[src/rtl/noc_pkg.sv]
// Shared NoC definitions for the transmit arbiter: bus-width derivation,
// header field offsets and the arbiter state encoding.
package noc_pkg;

   typedef enum logic [0:0] {
      IDLE  = 1'b0,
      GRANT = 1'b1
   } arb_state_e;

   localparam int HDR_CTRL_BITS = 6;

   function automatic int soc_xy_size(input int size_x, input int size_y);
      return 2 * size_x + 2 * size_y;
   endfunction

   function automatic int noc_bus_size(input int data_w, input int size_x, input int size_y);
      return data_w + soc_xy_size(size_x, size_y) + HDR_CTRL_BITS;
   endfunction

   // Header layout above the payload: destination/source coordinates, then control bits.
   function automatic int hdr_xy_offset(input int data_w);
      return data_w;
   endfunction

   function automatic int hdr_ctrl_offset(input int data_w, input int size_x, input int size_y);
      return data_w + soc_xy_size(size_x, size_y);
   endfunction

endpackage

[src/rtl/rr_prio_select.sv]
// Combinational find-first-set over a request vector, starting at a rotating
// pointer and wrapping modulo NUM_REQ.
module rr_prio_select #(
   parameter int NUM_REQ      = 4,
   parameter int NUM_REQ_LOG2 = 2
) (
   input  logic [NUM_REQ-1:0]      req_i,
   input  logic [NUM_REQ_LOG2-1:0] ptr_i,
   output logic [NUM_REQ-1:0]      grant_o,
   output logic [NUM_REQ_LOG2-1:0] idx_o,
   output logic                    any_o
);

   always_comb begin : find_first
      int k;
      k       = 0;
      idx_o   = '0;
      any_o   = 1'b0;
      grant_o = '0;
      for (int i = 0; i < NUM_REQ; i++) begin
         k = int'(ptr_i) + i;
         if (k >= NUM_REQ) begin
            k = k - NUM_REQ;
         end
         if (!any_o && req_i[k]) begin
            any_o = 1'b1;
            idx_o = NUM_REQ_LOG2'(k);
         end
      end
      if (any_o) begin
         grant_o = NUM_REQ'(1) << idx_o;
      end
   end

endmodule

[src/rtl/noc_tx_arbiter.sv]
// Round-robin arbiter sharing one router injection port between NUM_REQ
// requesters; a grant lasts until the owner drops wr or MAX_BURST flits pass.
module noc_tx_arbiter
   import noc_pkg::*;
#(
   parameter int NOC_DATA_WIDTH = 56,
   parameter int SOC_SIZE_X     = 1,
   parameter int SOC_SIZE_Y     = 1,
   parameter int NUM_REQ        = 4,
   parameter int NUM_REQ_LOG2   = 2,
   parameter int MAX_BURST      = 8,
   parameter int MAX_BURST_LOG2 = 3,
   localparam int NOC_BUS_SIZE  = noc_bus_size(NOC_DATA_WIDTH, SOC_SIZE_X, SOC_SIZE_Y)
) (
   input  logic                            clk_i,
   input  logic                            rst_i,
   input  logic [NUM_REQ*NOC_BUS_SIZE-1:0] req_din_i,
   input  logic [NUM_REQ-1:0]              req_wr_i,
   output logic [NUM_REQ-1:0]              req_wait_o,
   output logic [NOC_BUS_SIZE-1:0]         noc_din_o,
   output logic                            noc_wr_o,
   input  logic                            noc_wait_i,
   output logic [NUM_REQ-1:0]              grant_o,
   output logic                            busy_o
);

   localparam logic [NUM_REQ_LOG2-1:0]   LAST_IDX  = NUM_REQ_LOG2'(NUM_REQ - 1);
   localparam logic [MAX_BURST_LOG2-1:0] LAST_BEAT = MAX_BURST_LOG2'(MAX_BURST - 1);

   arb_state_e                state_q, state_d;
   logic [NUM_REQ-1:0]        grant_q, grant_d;
   logic [NUM_REQ_LOG2-1:0]   gidx_q, gidx_d;
   logic [NUM_REQ_LOG2-1:0]   ptr_q, ptr_d;
   logic [MAX_BURST_LOG2-1:0] cnt_q, cnt_d;

   logic [NUM_REQ-1:0]        sel_grant;
   logic [NUM_REQ_LOG2-1:0]   sel_idx;
   logic                      sel_any;
   logic                      burst_done;

   rr_prio_select #(
      .NUM_REQ      (NUM_REQ),
      .NUM_REQ_LOG2 (NUM_REQ_LOG2)
   ) u_sel (
      .req_i   (req_wr_i),
      .ptr_i   (ptr_q),
      .grant_o (sel_grant),
      .idx_o   (sel_idx),
      .any_o   (sel_any)
   );

   always_ff @(posedge clk_i or posedge rst_i) begin
      if (rst_i) begin
         state_q <= IDLE;
         grant_q <= '0;
         gidx_q  <= '0;
         ptr_q   <= '0;
         cnt_q   <= '0;
      end else begin
         state_q <= state_d;
         grant_q <= grant_d;
         gidx_q  <= gidx_d;
         ptr_q   <= ptr_d;
         cnt_q   <= cnt_d;
      end
   end

   // Outputs are driven straight from the registered grant so a reset clears them at once.
   always_comb begin
      state_d    = state_q;
      grant_d    = grant_q;
      gidx_d     = gidx_q;
      ptr_d      = ptr_q;
      cnt_d      = cnt_q;
      burst_done = 1'b0;
      noc_din_o  = '0;
      noc_wr_o   = 1'b0;
      req_wait_o = '1;
      busy_o     = 1'b0;
      case (state_q)
         IDLE: begin
            if (sel_any) begin
               state_d = GRANT;
               grant_d = sel_grant;
               gidx_d  = sel_idx;
               cnt_d   = '0;
            end else begin
               state_d = IDLE;
            end
         end
         GRANT: begin
            busy_o             = 1'b1;
            noc_din_o          = req_din_i[gidx_q*NOC_BUS_SIZE +: NOC_BUS_SIZE];
            noc_wr_o           = req_wr_i[gidx_q];
            req_wait_o[gidx_q] = noc_wait_i;
            if (!req_wr_i[gidx_q]) begin
               burst_done = 1'b1;
            end else if (!noc_wait_i) begin
               if (cnt_q == LAST_BEAT) begin
                  cnt_d      = '0;
                  burst_done = 1'b1;
               end else begin
                  cnt_d = cnt_q + MAX_BURST_LOG2'(1);
               end
            end else begin
               cnt_d = cnt_q;
            end
            if (burst_done) begin
               state_d = IDLE;
               grant_d = '0;
               ptr_d   = (gidx_q == LAST_IDX) ? '0 : gidx_q + NUM_REQ_LOG2'(1);
            end else begin
               state_d = GRANT;
            end
         end
         default: begin
            state_d = IDLE;
            grant_d = '0;
         end
      endcase
   end

   assign grant_o = grant_q;

endmodule

[config.mk]
export PLATFORM = sky130hd
export DESIGN_NAME = noc_tx_arbiter
export DESIGN_NICKNAME = d
export VERILOG_FILES = /design/src/rtl/noc_pkg.sv /design/src/rtl/rr_prio_select.sv /design/src/rtl/noc_tx_arbiter.sv
export SDC_FILE = /design/constraint.sdc
export NUM_CORES = 1
export LEC_CHECK = 0
export CAP_MARGIN = 20
export CORE_AREA = 2 2 135 137
export CTS_CLUSTER_SIZE = 16
export DETAILED_ROUTE_END_ITERATION = 8
export DIE_AREA = 0 0 137 139
export GPL_TIMING_DRIVEN = 0
export SLEW_MARGIN = 20
export SYNTH_ARGS = -nofsm -noshare
export SYNTH_HDL_FRONTEND = slang
export SYNTH_SLANG_ARGS = --single-unit
[constraint.sdc]
create_clock -name clk_i -period 1.74 [get_ports clk_i]
set_input_delay 0.174 -clock clk_i [delete_from_list [all_inputs] [get_ports clk_i]]
set_output_delay 0.174 -clock clk_i [all_outputs]
set_load 0.02 [all_outputs]
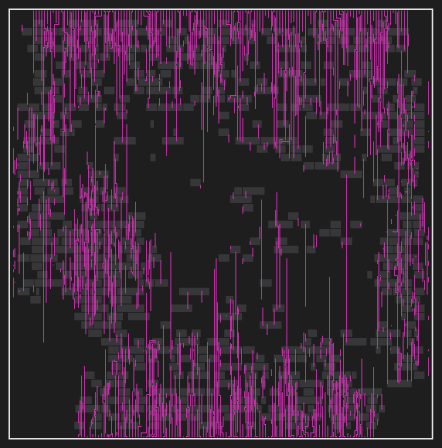
Figure 1: run 1, met2 routing.
Cells faint in the background.
802 nets have wire on it. The layer carries 8940 microns of wire.
via count: 3576
total wire length: 17.4 mm

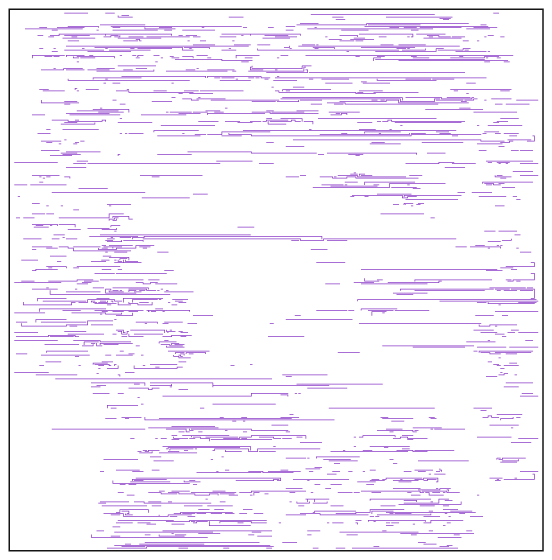
Figure 2: run 1, metal 1.
765 nets have wire on it. The longest straight run is 55.7 microns. The layer carries 7200 microns of wire.
GRT met1 Usage: 22.3%

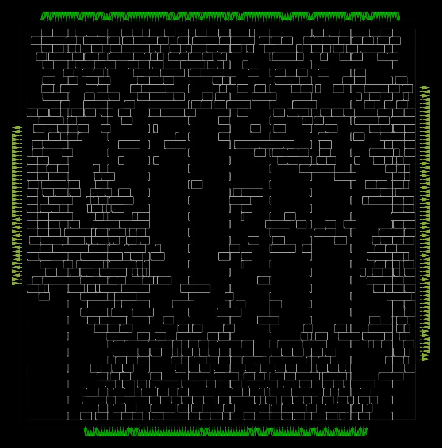
Figure 3: run 1, placed standard cells.
non-filler instance count after layout: 826
fraction of area in registers: 4.29%
# rows: 49

==> CHANGELOG.md, run 1 <==
### Physical design

* First-pass GRT wire length at between 20 and 25 mm
* Via/cell ratio at roughly 4.3
* Chip Area at 0.0190 sq mm
* Worst Path Max Fanout at 8
* Pre-antenna DRT Iters at 4
* Commonest cells after routing, fill and taps aside: clkdlybuf4s50_1, mux4_2, buf_6
* PD cells at ~1400 mW/mm^2
* Failing checks: negative setup slack
* Clock Tree Buf Depth at 2
* Yosys warnings at 0
* # Cells Yosys at between 200 and 250
* Share of layout cells above drive strength 1 at between 30 and 40%
* VDD IR-drop max at between 0.8 and 0.9 mV
* Initial core utilization at between 15 and 20%
* Critical path's top delay family: buffers and inverters
* Tool warnings at 31
* Syn Nets at around 500
* Final setup fails at between 70 and 80
* Fmax at roughly 0.49 GHz
* Core ar. at about 0.018 sq mm
* And+or+nand+nor area frac at approximately 20%
* Syn avg cell area at 12.0 sq um
* RD Place Congestion at about 0.93
* Final WS setup at -0.320 ns
* Synth flops at 12
* Slew headroom at between 60% and 70%
* Status: finished with violations
* TritonCTS clock tree: yes
* Startpoint Class: flop
* Distinct lib cells used at 29
* Worst endpoint required time at approximately 1.6 ns
* Nets at about 900
* Hold-fix buffers, CTS at 0
* Syn Inst Count at around 230
* Slew @ Worst Pin at around 0.52 ns
* Static Leakage at roughly 0.0028 uW
* Top logic family: multiplexers
* Port Buffers at around 350
* Max-slew violations at 0
* CP Cell Sequence: buf_12, buf_6, clkbuf_16, mux4_2, and2_1, buf_2
* Grt total ovfl at 0
* Vias in the first global route at slightly below 4000
* Synth area leader: mux4_2
* Final hold vios at 0
* Final clock skew at 0.000547 ns
* Worst Path Class, Setup: reg2out
* Type of destination of the critical path: primary output
* AO/OA Area Share at 4.63%
* Worst-path cell with the longest stage delay: mux4_2
* Critical path buffer and inverter count at 4
* CTS Root Cell: clkbuf_16
* Cell Area, Synth at about 0.0027 sq mm
* Clock sink count at 12
* Initial antenna violation count at 4
* Synth area leaders: mux4_2, and2_1, dfrtp_1
* Overall Global Routing Usage at 17.0%
* CP peak stage delay at ~0.48 ns
* Largest net degree at the start of global routing at 13
* Synth-to-layout area growth at 158%
* Hold Path Class: in2async
* Commonest Layout Cell: clkdlybuf4s50_1
* Total CTS buffers at 3
* Sum of negative setup slack at -17.08 ns
* # IOs at 347
* Final worst path period share at 118%
* H-tree depth at 1
* Fillers at about 1700
* Fin util at between 30% and 40%
* Unrepaired setup endpoints after global routing: true
* Placed wire-length estimate at about 15 mm
* Worst-path clk slew at 0.04 ns
* Clk ins delay skew pair at between 0.2 and 0.25 ns
* Clock period minus worst slack at between 2 and 2.5 ns
* Area fraction in xor and xnor cells at 0%
* Post-synth area from yosys stat at 0.00273 sq mm
* Die Span Y at 139 microns
* Antenna viol nets, final at 0
* Max-cap violations at 0
* Routed length per instance at between 20 and 25 microns
* Seq/Total Area, Yosys at between 10% and 20%
* DRC violations left at 0
* Initial drt markers at 134
* Die width at around 140 microns
* Mux share at roughly 56%
* Worst Path Arrival at 1.89 ns
* FA/HA/MAJ Cells, Area Fraction at roughly 2.8%
* Top cell area share at 55.3%
[run 1: registers in the layout, summed over array words and instances, names as in the netlist]
name / count
grant_o: 4
cnt_q: 3
gidx_q: 2
ptr_q: 2
state_q: 1
[run 1: synthesized netlist by cell type (all sizes together)]
cell     number
ha            6
a21o          1
a21oi         3
nand2         8
dfrtp        12
o211a         1
nor2b         5
o31ai         1
o21ai         5
inv           7
nor4          1
nor3          1
buf          12
nand2b        2
nor2          4
nand3         3
a211oi        1
a22o          2
or2           1
mux4         67
and2         67
o2bb2ai       2
o211ai        1
mux2          2
clkbuf       12
[run 1: final timing paths]
| check | start | end | slack (ns) | depth (start not counted) |
|---|---|---|---|---|
| setup / recovery | gidx_q[0]$_DFFE_PP0P_ | noc_din_o[51] | -0.32 | 6 |
| hold / removal | rst_i | grant_o[2]$_DFFE_PP0P_ | 0.25 | 2 |
| setup reg to reg | gidx_q[1]$_DFFE_PP0P_ | ptr_q[0]$_DFFE_PP0P_ | -0.20 | 6 |
| hold reg to reg | grant_o[3]$_DFFE_PP0P_ | grant_o[3]$_DFFE_PP0P_ | 0.51 | 1 |
| max in group asynchronous | rst_i | state_q$_DFF_PP0_ | 1.15 | 2 |
| min in group clk_i | grant_o[3]$_DFFE_PP0P_ | grant_o[3]$_DFFE_PP0P_ | 0.51 | 1 |
[run 1: area by class of cell]
cell class | instances | area (sq um) | share of cell area, %
repair buffers | 365 | 3580 | 50.9
multi-input cells | 184 | 2460 | 35.0
flip-flops and latches | 12 | 302 | 4.29
well taps | 229 | 287 | 4.07
plain buffers | 24 | 279 | 3.97
clock buffers | 3 | 75.1 | 1.07
inverters | 7 | 46.3 | 0.658
diodes | 2 | 5.00 | 0.0712
[run 1: power breakdown]
group	internal [uW]	switching, uW	total, uW
sequential	403	122	525
clock	299	113	411
combinational	5170	4080	9250
[run 1: routing by layer]
layer | wire, microns | track usage, % | vias to the layer above
met5 | 27 | 0 | -
met4 | 210 | 2.44 | 4
met3 | 984 | 2.52 | 20
met2 | 8940 | 30.2 | 131
met1 | 7200 | 22.3 | 1781
li1 | - | - | 1640
[run 1: kinds of logic (layout without fill, tap and decap cells)]
group | Yosys count | in the layout
compound gates | 17 | 17
fa+ha+maj | 6 | 6
buf+inv | 31 | 399
flops | 12 | 12
mux | 69 | 69
other cells | 0 | 2
simple gates | 92 | 92
[run 1: repair_timing]
action / 4_1_cts / 5_1_grt
resized: 412 / 70
cloned: 1 / 1
endpoints found under the setup margin: 75 / 81
buffers inserted: 12 / 6
pin swaps: 4 / 2
[run 1: through the flow]
| step | cell area (sq um) | cells | hold slack (ns) | setup slack (ns) | total power [uW] |
|---|---|---|---|---|---|
| 4_1_cts | 6790 | 818 | 0.273 | -0.375 | 9630 |
| 3_5_place_dp | 6480 | 802 | 0.478 | -0.828 | 8450 |
| 6_report | 7030 | 826 | 0.249 | -0.320 | 10200 |
| 5_1_grt | 7030 | 826 | 0.320 | -0.394 | 10800 |
| 2_1_floorplan | 2730 | 227 | 0.0387 | 0.0150 | 5030 |
| 3_3_place_gp | 6480 | 802 | 0.477 | -0.796 | 8380 |
Figure 4. Sequential cells colored by netlist name (run 1).
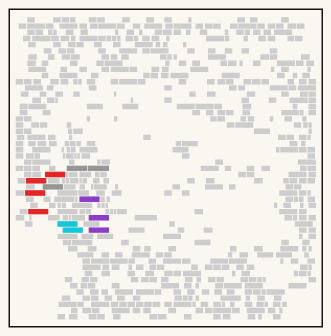

==> run 2: changes to the inputs <==
Settings changed: SKIP_LAST_GASP set to 1.
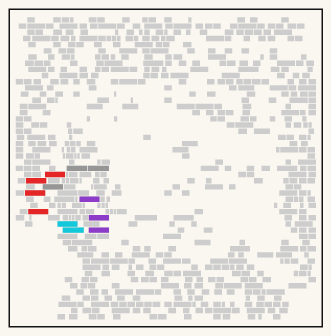
Figure 5: run 2, sequential cells colored by netlist name.
`grant_o`: shown in red, sequential cells 4, where left middle. `cnt_q`: shown in purple, sequential cells 3. `gidx_q`: shown in cyan, sequential cells 2.
Another 3 sequential cells are not colored.
fin util: 41.8%
FF+latch area: 303 sq um
fraction of area in registers: 4.11%

==> run 2 against run 1 <==
Against the previous run: the run still ends with negative setup slack left; count of clock-buffer cells in the layout unchanged; clock skew is essentially flat; area after synthesis unchanged; critical endpoint is now noc_din_o[5]; largest cell class unchanged.
==> CHANGELOG.md, run 2 <==
### Physical design

* Distinct lib cells used at 29 (unchanged)
* Final clock skew at 0.000687 ns (+0.000140 ns)
* Syn Inst Count at 227 (unchanged)
* Ys flop type: dfrtp_1
* Die Span Y at 139 microns (unchanged)
* Commonest cells after routing, fill and taps aside: clkdlybuf4s50_1, mux4_2, buf_6
* First-pass GRT wire length at 24.3 mm (-0.34%)
* Initial drt markers at 105 (-22%)
* Syn avg cell area at 12.0 sq um (unchanged)
* Post-synth ARST share at 100% (unchanged)
* Unrepaired setup endpoints after global routing: true
* Placed wire-length estimate at 14.7 mm (unchanged)
* Initial antenna violation count at 4 (unchanged)
* Type of destination of the critical path: primary output
* H-tree depth at 1 (unchanged)
* PD cells at 1510 mW/mm^2 (+4.4%)
* Largest net degree at the start of global routing at 13 (unchanged)
* Startpoint Class: flop
* Slew headroom at 59.6% (-5.4 points)
* Port Buffers at 346 (unchanged)
* Inst Count DP at 802 (unchanged)
* RD Place Congestion at 0.929 (unchanged)
* Seq/Total Area, Yosys at 11.0% (unchanged)
* Overall Global Routing Usage at 17.0% (-0.045 points)
* Synth area leaders: mux4_2, and2_1, dfrtp_1
* Top post-synthesis cells by count: and2_1, mux4_2, dfrtp_1
* Worst-path clk slew at 0.04 ns (about the same)
* Chip Area at 0.0190 sq mm (unchanged)
* Via count at 3647 (+2.0%)
* Final WS setup at -0.385 ns (-0.0646 ns)
* Commonest Layout Cell: clkdlybuf4s50_1
* Worst Path Class, Setup: reg2out
* VDD IR-drop max at 0.817 mV (-1.5%)
* Slew @ Worst Pin at 0.606 ns (+0.0813 ns)
* # IOs at 347 (unchanged)
* Grt total ovfl at 0 (unchanged)
* Syn Nets at 504 (unchanged)
* Fmax at 0.471 GHz (-3.0%)
* Worst endpoint required time at 1.57 ns (about the same)
* Share of layout cells above drive strength 1 at 43.2% (+4.0 points)
* Synth flops at 12 (unchanged)
* Worst Path Max Fanout at 5 (-3)
* Worst Path Arrival at 1.95 ns (+0.06 ns)
* Failing checks: negative setup slack
* EDFF count, synth at 0 (unchanged)
* Total wire length at 17.9 mm (+2.8%)
* Final worst path period share at 122% (+3.7 points)
* Fin Hold WS at 0.251 ns (+0.00142 ns)
* Tool warnings at 31 (unchanged)
* Status: finished with violations
* Synth-to-layout area growth at 170%
* Post-synth area from yosys stat at 0.00273 sq mm (unchanged)
* Initial core utilization at 15.4% (unchanged)
* Synth area leader: mux4_2
* Max-cap violations at 0 (unchanged)
* Max-slew violations at 0 (unchanged)
* # rows at 49 (unchanged)
* Vias in the first global route at 3900 (+0.39%)
* Largest register FFs at 4 (unchanged)
* Yosys warnings at 0 (unchanged)
* Static Leakage at 0.00294 uW (+6.5%)
* CTS Root Cell: clkbuf_16
* Antenna viol nets, final at 0 (unchanged)
* Nets at 895 (+2.4%)
* DRC violations left at 0 (unchanged)
* Via/cell ratio at 4.31 (-0.54%)
* Final hold vios at 0 (unchanged)
* Routed length per instance at 21.1 microns (+0.28%)
* Sum of negative setup slack at -21.02 ns (-3.93 ns)
* # Cells Yosys at 227 (unchanged)
* Clock period minus worst slack at 2.12 ns (+0.0646 ns)
* TritonCTS clock tree: yes
* Top cell area share at 55.3% (unchanged)
* Hold Path Class: in2async
* Final setup fails at 75 (unchanged)
* Die width at 137 microns (unchanged)
* Pre-antenna DRT Iters at 4 (unchanged)
* Clk ins delay skew pair at 0.24 ns (about the same)
* Clock sink count at 12 (unchanged)
* Clock Tree Buf Depth at 2 (unchanged)
* Cell Area, Synth at 0.00273 sq mm (unchanged)
* Total CTS buffers at 3 (unchanged)
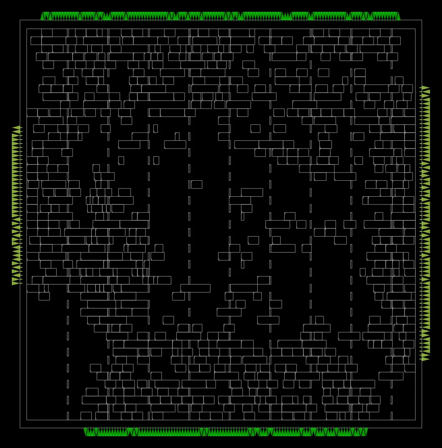
Figure 6: run 2, placed standard cells.
Fillers: 1664
Core ar.: 0.0177 sq mm
seq_cells: 12
# Taps: 229
non-filler instance count after layout: 847

-- run 2: netlist changes by cell type in the layout (fill, tap and decap cells not counted), moves of 2 or more --
cell	change
clkbuf_16	+4
buf_4	+15
and2_1	-14
buf_8	+2
clkbuf_4	+2
clkbuf_2	+4
buf_6	+15
and2_4	+14
buf_2	-21
-- run 2: timing repair --
item                                    4_1_cts  5_1_grt
cloned                                        1        5
pin swaps                                     4        4
gates resized                               305      216
hold buffers                                  0        0
endpoints found under the setup margin       75       81
setup buffers                                12       22
-- run 2: worst max-delay path, cell delays in order, from the launching register on --
cell and delay (ns):
dfrtp_2 0.43, buf_6 0.13, clkbuf_16 0.15, buf_12 0.13
buf_4 0.13, mux4_2 0.44, and2_4 0.18, buf_6 0.12
-- run 2: stage by stage --
stage / total power (uW) / worst slack (ns) / area [sq um]
detailed placement: 8450 / -0.828 / 6480
global placement: 8380 / -0.796 / 6480
global route: 11800 / -0.449 / 7370
finish: 11100 / -0.385 / 7370
CTS: 9620 / -0.407 / 6910
floorplan: 5030 / 0.0150 / 2730
-- run 2: logic make-up after synthesis --
group / synth area share, %
buffers and inverters: 5.55
AOI/OAI and AO/OA: 4.63
muxes: 56.1
and+or+nand+nor: 19.9
adders and majority gates: 2.75
DFF: 11.0
-- run 2: worst paths after layout --
path / to / depth (start not counted) / start / slack (ns)
max: noc_din_o[5] / 7 / gidx_q[0]$_DFFE_PP0P_ / -0.38
min: grant_o[2]$_DFFE_PP0P_ / 2 / rst_i / 0.25
max reg2reg: ptr_q[0]$_DFFE_PP0P_ / 7 / gidx_q[0]$_DFFE_PP0P_ / -0.24
min reg2reg: grant_o[3]$_DFFE_PP0P_ / 1 / grant_o[3]$_DFFE_PP0P_ / 0.50
max in group asynchronous: gidx_q[0]$_DFFE_PP0P_ / 2 / rst_i / 1.15
min in group clk_i: grant_o[3]$_DFFE_PP0P_ / 1 / grant_o[3]$_DFFE_PP0P_ / 0.50
-- run 2: report_power, final --
group          leakage (uW)  switching, uW  internal [uW]
logic               0.00275           4260           5950
clock network     0.0000370            112            299
registers          0.000151            128            405
total               0.00294           4500           6650
-- run 2: area by class of cell --
type | count | area (sq um)
fill | 1664 | 10300
timing repair buffer | 386 | 3910
multi-input combinational | 184 | 2480
sequential | 12 | 303
tap | 229 | 287
buffer | 24 | 279
clock buffer | 3 | 75.1
inverter | 7 | 33.8
antenna | 2 | 5.00
-- run 2: layer usage --
layer	up-vias	track usage, %	share of wire, %
met3	18	2.52	5.8
met2	131	30.3	51
li1	1678	-	-
met1	1816	22.0	41
met5	-	0	0.15
met4	4	2.44	1.2
No activity file was given, so power comes from the tool's default toggle rates.
